Design rf_wport_arbiter, sky130hd; sources not shown.
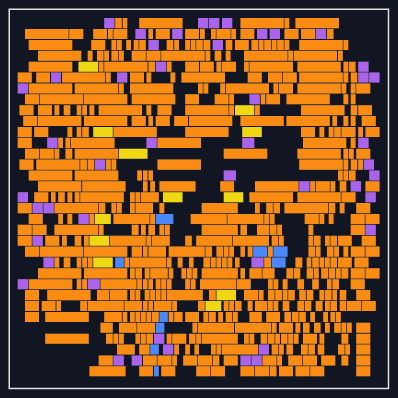
Fig. 1. Drive-strength map.
(4 px per um)
Blue is x2, cells 9, share 1.5%, most used nor3_2. Orange is x1 and smaller, cells 539, share 89%, most used nand2_1. Purple is x3 and x4, cells 47, share 7.7%, most used buf_4. Yellow is x6 and larger, cells 12, share 2.0%, most used clkbuf_8.
post-route cell area: 5853 um^2
area delta synth->final: 40.10%
worst setup margin: 0.7450 ns
Buffers, non-clock: 154

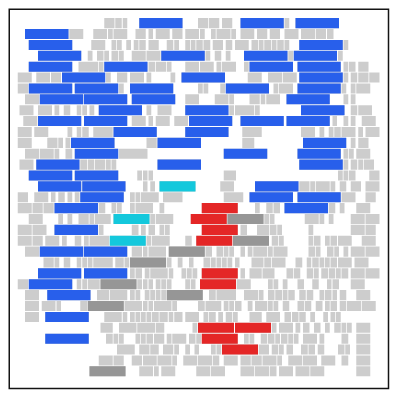
Fig. 2. Register map, names as in the netlist.
(4 px per um) Other sequential cells in the stronger gray, the rest of the logic in the fainter gray.
Red is u_fifo.entry_rd, sequential cells 10. Blue is u_fifo.data_mem, sequential cells 64. Cyan is starve_cnt, sequential cells 3.
final core occ: 0.7196
sequential share of cell area: 0.4181
Seq. pwr: 0.870 mW
Reg area: 2447 um^2

==> ci_impl_report.md <==
## Synthesis and layout report

| Metric | Value |
|---|---|
| Register-to-register setup slack | `roughly 3.5 ns` |
| Clock Latency Late Sink | `between 0.3 and 0.4 ns` |
| Hold Path Stages | `1` |
| Outcome | `completed` |
| Ys Warns | `0` |
| Pleak | `between 2 and 2.5 nW` |
| Final wirelength | `about 11 mm` |
| Max FO, Critical Path | `21` |
| Top FF cell, synth | `edfxtp_1` |
| Ys cells | `450` |
| # setup viols final | `0` |
| DR WL/cell | `approximately 15 um` |
| Placed Area | `roughly 5700 um^2` |
| Layout Nets | `692` |
| Yosys top cell by area | `edfxtp_1` |
| Largest cells by area | `edfxtp_1, nand2_1, dfrtp_1, nand3_1, o21ai_0` |
| Io pins | `approximately 150` |
| Worst VDD drop | `0.0002054 V` |
| Port bufs | `149` |
| Yosys chip area | `between 4000 and 5000 um^2` |
| Syn nets | `540` |
| Core footprint | `roughly 8100 um^2` |
| Initial antenna violation count | `0` |
| Largest net degree at the start of global routing | `38` |
| Max_slew headroom | `0.1709` |
| Total congestion overflow | `0` |
| Core Util at FP | `0.5136` |
| First-pass GRT wire length | `about 17 mm` |
| Reg2reg path depth | `8` |
| CTS tree | `built` |
| Commonest Layout Cell | `nand2_1` |
| Syn Area/Cell | `between 9 and 10 um^2` |
| Routability cong. | `0.8644` |
| Final Cycle Share | `0.8817` |
| Post-route ant nets | `0` |
| Detailed placer's ending HPWL | `around 8.0 mm` |
| Mapped Area | `about 4200 um^2` |
| Root Buffer | `clkbuf_8` |
| Unrepaired setup endpoints after global routing | `false` |
| Worst EP arrival | `approximately 3.6 ns` |
| Max reg flops | `approximately 64` |
| Worst setup path category | `in -> out` |
| Remaining DRCs | `0` |
| Starting DRC count in detailed routing | `244` |
| Hold WC Path Type | `reg -> reg` |
| Post-CTS Hold Buffers | `0` |
| Area share, top type | `0.4600` |
| Die Y | `94.41 um` |
| Die area | `about 8900 um^2` |
| Post-synth EDFFs | `64` |
-- layout make-up --
type | instances | area [um^2] | share of cell area
inverters | 39 | 151.4 | 0.02587
clock buffers | 9 | 123.9 | 0.02116
diodes | 1 | 2.502 | 0.0004275
well taps | 105 | 131.4 | 0.02245
clock inverters | 7 | 60.06 | 0.01026
flip-flops and latches | 85 | 2447 | 0.4181
repair buffers | 154 | 1446 | 0.2471
multi-input cells | 313 | 1490 | 0.2546
-- Yosys cell counts, types with 2 or more instances --
| master | number |
|---|---|
| nand2_1 | 173 |
| edfxtp_1 | 64 |
| nand3_1 | 49 |
| o21ai_0 | 45 |
| inv_1 | 37 |
| dfrtp_1 | 21 |
| ha_1 | 12 |
| nor2_1 | 8 |
| nor3_1 | 8 |
| buf_2 | 5 |
| o221ai_1 | 5 |
| buf_6 | 4 |
| clkbuf_1 | 3 |
| nor3_2 | 3 |
| nand2_2 | 2 |
| xnor2_1 | 2 |
-- stage by stage --
| step | power (mW) | util | setup WS [ns] | std cells | hold WS (ns) |
|---|---|---|---|---|---|
| final | 2.368 | 0.7196 | 0.7450 | 713 | 0.4578 |
| after floorplan | 1.604 | - | 1.505 | 450 | 0.4175 |
| after detailed placement | 2.024 | 0.6967 | 0.7635 | 696 | 0.4451 |
| after CTS | 2.375 | 0.7193 | 0.7328 | 712 | 0.4613 |
| after global routing | 2.519 | 0.7193 | 0.6160 | 712 | 0.4923 |
| after global placement | 1.968 | 0.6967 | 0.8202 | 696 | 0.4325 |
-- critical path, cell delays in order --
cell             delay (ns)
clkdlybuf4s50_1        0.46
nor2_2                 0.19
nand2_2                0.14
inv_1                  0.37
buf_12                 0.22
nand2_1                0.07
nand3_1                0.09
buf_4                  0.17
-- routing by layer --
metal,global-route usage,up-vias,part of all wire
met2,0.4376,199,0.53
met4,0.1430,0,0.028
met5,0,-,0
met3,0.05153,32,0.069
li1,-,1809,-
met1,0.2727,1763,0.37
-- report_power, final --
part | switching (mW) | internal (mW) | total, mW
logic | 0.758 | 0.388 | 1.15
registers | 0.0957 | 0.774 | 0.870
clock network | 0.202 | 0.149 | 0.352
-- cell families (layout without fill, tap and decap cells) --
group,count (synthesis),after routing,share of synthesized area
simple gates,247,247,0.2474
buf+inv,52,209,0.05750
fa+ha+maj,12,12,0.03594
other cells,0,1,0
xor+xnor,2,2,0.004194
flops,85,85,0.5858
compound gates,52,52,0.06918
Power figures rest on the tool's default switching activity, not on a simulated workload.
